### Track usage over the die

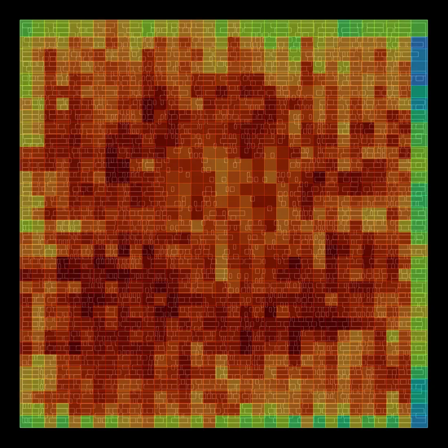
### The metal 2 layer

(1.5 px per um)
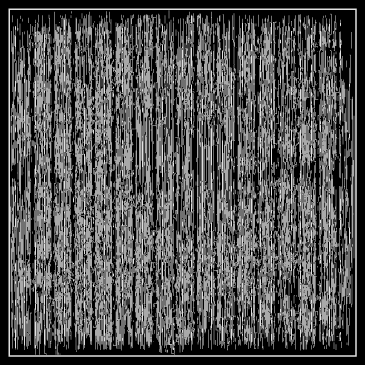
[src/rtl/adc_spi_responder_pkg.sv]
// Shared definitions for the ADC serial register responder: frame FSM encoding,
// register-0 control bit positions and frame geometry.
package adc_spi_responder_pkg;

    typedef enum logic [1:0] {
        ST_IDLE = 2'd0,
        ST_ADDR = 2'd1,
        ST_DATA = 2'd2,
        ST_DONE = 2'd3
    } frame_state_e;

    localparam int READOUT_BIT = 0;
    localparam int SWRST_BIT   = 1;
    localparam int FRAME_BITS  = 16;
    localparam int ADDR_W      = 6;

    // An 8-bit frame address maps to a real register only if the upper two
    // bits are clear and it falls inside the implemented range.
    function automatic logic addr_impl(input logic [7:0] a, input int num_regs);
        return (a[7:6] == 2'b00) && (int'(a) < num_regs);
    endfunction

endpackage

[src/rtl/cdc_sync_bit.sv]
// Multi-flop synchronizer for one asynchronous input bit, with a selectable
// reset value so idle-high lines come out of reset idle.
module cdc_sync_bit #(
    parameter int   STAGES  = 2,
    parameter logic RST_VAL = 1'b0
) (
    input  logic clk_usb,
    input  logic reset_n,
    input  logic d,
    output logic q
);

    logic [STAGES-1:0] ff;

    always_ff @(posedge clk_usb or negedge reset_n) begin
        if (!reset_n) ff <= {STAGES{RST_VAL}};
        else          ff <= {ff[STAGES-2:0], d};
    end

    assign q = ff[STAGES-1];

endmodule

[src/rtl/adc_spi_responder.sv]
// Emulates the serial register port of an ADC: 8-bit address + 8-bit data
// write frames, register-0 controlled readout and software/hardware reset.
module adc_spi_responder
    import adc_spi_responder_pkg::*;
#(
    parameter int pSYNC_STAGES = 2,
    parameter int pNUM_REGS    = 64
) (
    input  logic              clk_usb,
    input  logic              reset_n,
    input  logic              ADC_RESET,
    input  logic              ADC_SEN,
    input  logic              ADC_SCLK,
    input  logic              ADC_SDATA,
    output logic              ADC_OVR_SDOUT,
    input  logic [ADDR_W-1:0] rf_addr,
    output logic [7:0]        rf_data,
    output logic              wr_stb,
    output logic [ADDR_W-1:0] wr_addr,
    output logic [7:0]        wr_data,
    output logic              frame_err
);

    localparam int CNT_W = $clog2(FRAME_BITS + 1);
    localparam int FLUSH = pSYNC_STAGES + 1;
    localparam int FW    = $clog2(FLUSH + 1);

    logic sen_s, sclk_s, sdata_s, adc_rst_s;
    logic sen_d, sclk_d;

    cdc_sync_bit #(.STAGES(pSYNC_STAGES), .RST_VAL(1'b1)) u_sync_sen   (.clk_usb, .reset_n, .d(ADC_SEN),   .q(sen_s));
    cdc_sync_bit #(.STAGES(pSYNC_STAGES), .RST_VAL(1'b1)) u_sync_sclk  (.clk_usb, .reset_n, .d(ADC_SCLK),  .q(sclk_s));
    cdc_sync_bit #(.STAGES(pSYNC_STAGES), .RST_VAL(1'b0)) u_sync_sdata (.clk_usb, .reset_n, .d(ADC_SDATA), .q(sdata_s));
    cdc_sync_bit #(.STAGES(pSYNC_STAGES), .RST_VAL(1'b0)) u_sync_rst   (.clk_usb, .reset_n, .d(ADC_RESET), .q(adc_rst_s));

    logic sen_fall, sen_rise, sclk_rise, sclk_fall;
    assign sen_fall  =  sen_d  & ~sen_s;
    assign sen_rise  = ~sen_d  &  sen_s;
    assign sclk_rise = ~sclk_d &  sclk_s;
    assign sclk_fall =  sclk_d & ~sclk_s;

    // After reset the synchronizers hold idle values; a low SEN pin would then
    // look like a falling edge, so frame starts wait until the chain has flushed.
    logic [FW-1:0] flush_cnt;
    logic          armed;
    assign armed = (flush_cnt == FW'(FLUSH));

    frame_state_e     state, state_nxt;
    logic [CNT_W-1:0] bit_cnt;
    logic [15:0]      shreg;
    logic [7:0]       rd_byte;
    logic [7:0]       regs [pNUM_REGS];

    logic start, shift_en, load_rd, commit, abort;
    logic readout, wr_ok, sw_rst;
    logic [7:0] waddr8, raddr8;

    assign readout = regs[0][READOUT_BIT];
    assign waddr8  = shreg[15:8];
    assign raddr8  = {shreg[6:0], sdata_s};
    assign wr_ok   = addr_impl(waddr8, pNUM_REGS) && (!readout || waddr8 == 8'h00);
    assign sw_rst  = (waddr8 == 8'h00) && shreg[SWRST_BIT];

    always_ff @(posedge clk_usb or negedge reset_n) begin
        if (!reset_n) state <= ST_IDLE;
        else          state <= state_nxt;
    end

    always_comb begin
        state_nxt = state;
        if (adc_rst_s) state_nxt = ST_IDLE;
        else begin
            case (state)
                ST_IDLE: if (start) state_nxt = ST_ADDR;
                ST_ADDR: if (abort) state_nxt = ST_IDLE;
                         else if (load_rd) state_nxt = ST_DATA;
                ST_DATA: if (abort) state_nxt = ST_IDLE;
                         else if (shift_en && bit_cnt == CNT_W'(FRAME_BITS - 1)) state_nxt = ST_DONE;
                ST_DONE: if (commit) state_nxt = ST_IDLE;
                default: state_nxt = ST_IDLE;
            endcase
        end
    end

    // A start cycle never shifts, so a coincident SCLK rise is dropped.
    always_comb begin
        start    = 1'b0;
        shift_en = 1'b0;
        load_rd  = 1'b0;
        commit   = 1'b0;
        abort    = 1'b0;
        if (!adc_rst_s) begin
            case (state)
                ST_IDLE: start = sen_fall & armed;
                ST_ADDR: begin
                    abort    = sen_rise;
                    shift_en = sclk_rise & ~sen_rise;
                    load_rd  = shift_en && bit_cnt == CNT_W'(7);
                end
                ST_DATA: begin
                    abort    = sen_rise;
                    shift_en = sclk_rise & ~sen_rise;
                end
                ST_DONE: commit = sen_rise;
                default: ;
            endcase
        end
    end

    always_ff @(posedge clk_usb or negedge reset_n) begin
        if (!reset_n) begin
            sen_d         <= 1'b1;
            sclk_d        <= 1'b1;
            flush_cnt     <= '0;
            bit_cnt       <= '0;
            shreg         <= '0;
            rd_byte       <= '0;
            ADC_OVR_SDOUT <= 1'b0;
            rf_data       <= '0;
            wr_stb        <= 1'b0;
            wr_addr       <= '0;
            wr_data       <= '0;
            frame_err     <= 1'b0;
        end else begin
            sen_d     <= sen_s;
            sclk_d    <= sclk_s;
            if (!armed) flush_cnt <= flush_cnt + 1'b1;
            if (start) bit_cnt <= '0;
            else if (shift_en) begin
                bit_cnt <= bit_cnt + 1'b1;
                shreg   <= {shreg[14:0], sdata_s};
            end
            if (load_rd)
                rd_byte <= addr_impl(raddr8, pNUM_REGS) ? regs[raddr8[ADDR_W-1:0]] : 8'h00;
            // Data bit n is preceded by the falling edge seen at bit_cnt = 8+n.
            if (state != ST_DATA || !readout) ADC_OVR_SDOUT <= 1'b0;
            else if (sclk_fall)               ADC_OVR_SDOUT <= rd_byte[~bit_cnt[2:0]];
            rf_data   <= (int'(rf_addr) < pNUM_REGS) ? regs[rf_addr] : 8'h00;
            wr_stb    <= commit && wr_ok;
            frame_err <= abort;
            if (commit && wr_ok) begin
                wr_addr <= waddr8[ADDR_W-1:0];
                wr_data <= shreg[7:0];
            end
        end
    end

    always_ff @(posedge clk_usb or negedge reset_n) begin
        if (!reset_n) begin
            for (int i = 0; i < pNUM_REGS; i++) regs[i] <= '0;
        end else if (adc_rst_s || (commit && wr_ok && sw_rst)) begin
            for (int i = 0; i < pNUM_REGS; i++) regs[i] <= '0;
        end else if (commit && wr_ok) begin
            regs[waddr8[ADDR_W-1:0]] <= shreg[7:0];
        end
    end

endmodule

[config.mk]
export PLATFORM = sky130hd
export DESIGN_NAME = adc_spi_responder
export DESIGN_NICKNAME = d
export VERILOG_FILES = /design/src/rtl/adc_spi_responder_pkg.sv /design/src/rtl/cdc_sync_bit.sv /design/src/rtl/adc_spi_responder.sv
export SDC_FILE = /design/constraint.sdc
export NUM_CORES = 1
export LEC_CHECK = 0
export CELL_PAD_IN_SITES_DETAIL_PLACEMENT = 1
export CELL_PAD_IN_SITES_GLOBAL_PLACEMENT = 1
export CORE_UTILIZATION = 57
export DETAILED_ROUTE_END_ITERATION = 10
export GPL_TIMING_DRIVEN = 0
export PLACE_DENSITY_LB_ADDON = 0.1
export SLEW_MARGIN = 10
export SYNTH_ARGS = -nofsm -noshare
export SYNTH_HDL_FRONTEND = slang
export SYNTH_SLANG_ARGS = --single-unit
[constraint.sdc]
create_clock -name clk_usb -period 7.2 [get_ports clk_usb]
set_input_delay 1.44 -clock clk_usb [delete_from_list [all_inputs] [get_ports clk_usb]]
set_output_delay 1.44 -clock clk_usb [all_outputs]
set_load 0.05 [all_outputs]
==> impl_metrics.tcl <==
# place-and-route summary
set metrics [dict create \
    clock_power_mw 3.29 \
    hold_viol 0 \
    initCoreUtil_pct 57.7 \
    final_nets 2510 \
    setup_tns_ps 0 \
    ys_sh_aoi_pct 21.4 \
    top_cells_by_count "dfrtp_1 (574), a22o_1 (512), nor2_1 (184), mux2i_1 (175)" \
    p_leak_nw 14.5 \
    arrival_ps 5500 \
    rows 83 \
    die_area_mm2 0.0530 \
    grt_max_degree 116 \
    swShare_pct 31.1 \
    p_seq_mw 3.30 \
    largest_register "regs" \
    path_delay_family "buffers and inverters" \
    cp-end-kind "flop" \
    status "finished with violations" \
    holdWs_ps 362 \
    final.signal_buffer_count 243 \
    drt_pass1_iterations 8 \
    violations "capacitance limit, slew limit" \
    wl_met3_um 25800 \
    worst-path-stages 7 \
    taps 680 \
    nonClkBufAreaFrac_pct 3.98 \
    layout.cells.most_common_list "dfrtp_1 (574), a22o_1 (512), nor2_1 (184)" \
    ys_seq_share_pct 48.9 \
    ir_drop_mv 0.288 \
    comb-cell-share_pct 43.3 \
    flop_cell "dfrtp_1" \
    stdcell_count 3222 \
    antenna_found_initial 18 \
    edf_count 0 \
    r2r-start "u_sync_sdata.ff[1]" \
    wl_per_cell_um 47.1 \
    clock_power_share_pct 42.9 \
    place_inst 3107 \
    final_cell_area_mm2 0.0330 \
    max_freq_mhz 198 \
    clkbuf_count 86 \
    gp_congestion 1.07 \
    seq_area_mm2 0.0145 \
    drv_slew 11 \
    ys_top_cells_by_area "dfrtp_1 (48%), a22o_1 (15%), mux4_2 (11%), mux2i_1 (5.9%), mux2_2 (3.3%)" \
    cp_cell_sequence "clkbuf_1 -> buf_2 -> clkbuf_1 -> a211oi_1 -> a221oi_1 -> a221oi_1 -> nor4_1" \
    drtAntennaViolNets 0 \
    n_antenna_cell 5 \
    path_buffers 3 \
    cap_violations 1 \
    grt_pass1_wl_um 214000 \
    clock-root-buffer "clkbuf_16" \
    r2r-end "rd_byte[5]" \
    largest_area_cell "dfrtp_1" \
    rsz0062_at_grt "no" \
    portBuffers 33 \
    numSynthFlops 580 \
    core_mm2 0.0514 \
    critical_path_required_ps 7660 \
    critPathMaxStageDelay_ps 1090 \
    startpoint_type "primary input" \
    dpl_cell_area_mm2 0.0310 \
    lay_top_count "dfrtp_1" \
    power.group.top "registers" \
    postLayoutCoreUtil_pct 64.2 \
    hold-path-endpoint "u_sync_rst.ff[1]" \
    rrSetupSlack_ps 2920 \
    comb_cells 1595 \
    cp-endpoint "rf_data[7]" \
    yosysCellCount 2389 \
    setup_viol 0 \
    comb_power_share_pct 14.2 \
    syn_to_final_growth_pct 11.2 \
    dpl.hpwl_um 103000 \
    cts_tree "built" \
    io_pins 37 \
    period_used_pct 70.0 \
    warning_count 42 \
    drive_gt1_share_pct 15.5 \
    area_share_clock_buf_inv_pct 5.97 \
    globalRouteOverflowTotal 0 \
    htree_levels 2 \
]
Back to the opening pictures, 'Track usage over the die':
GR Util All Layers: 57.8%
busiest grt layer: met2
GR met2 Demand/Resource: 78.2%

Back to the opening pictures, 'The metal 2 layer':
The longest straight run is 136 um. The layer carries 60.9 mm of wire. 2395 nets have wire on it. The wires run mostly vertical.

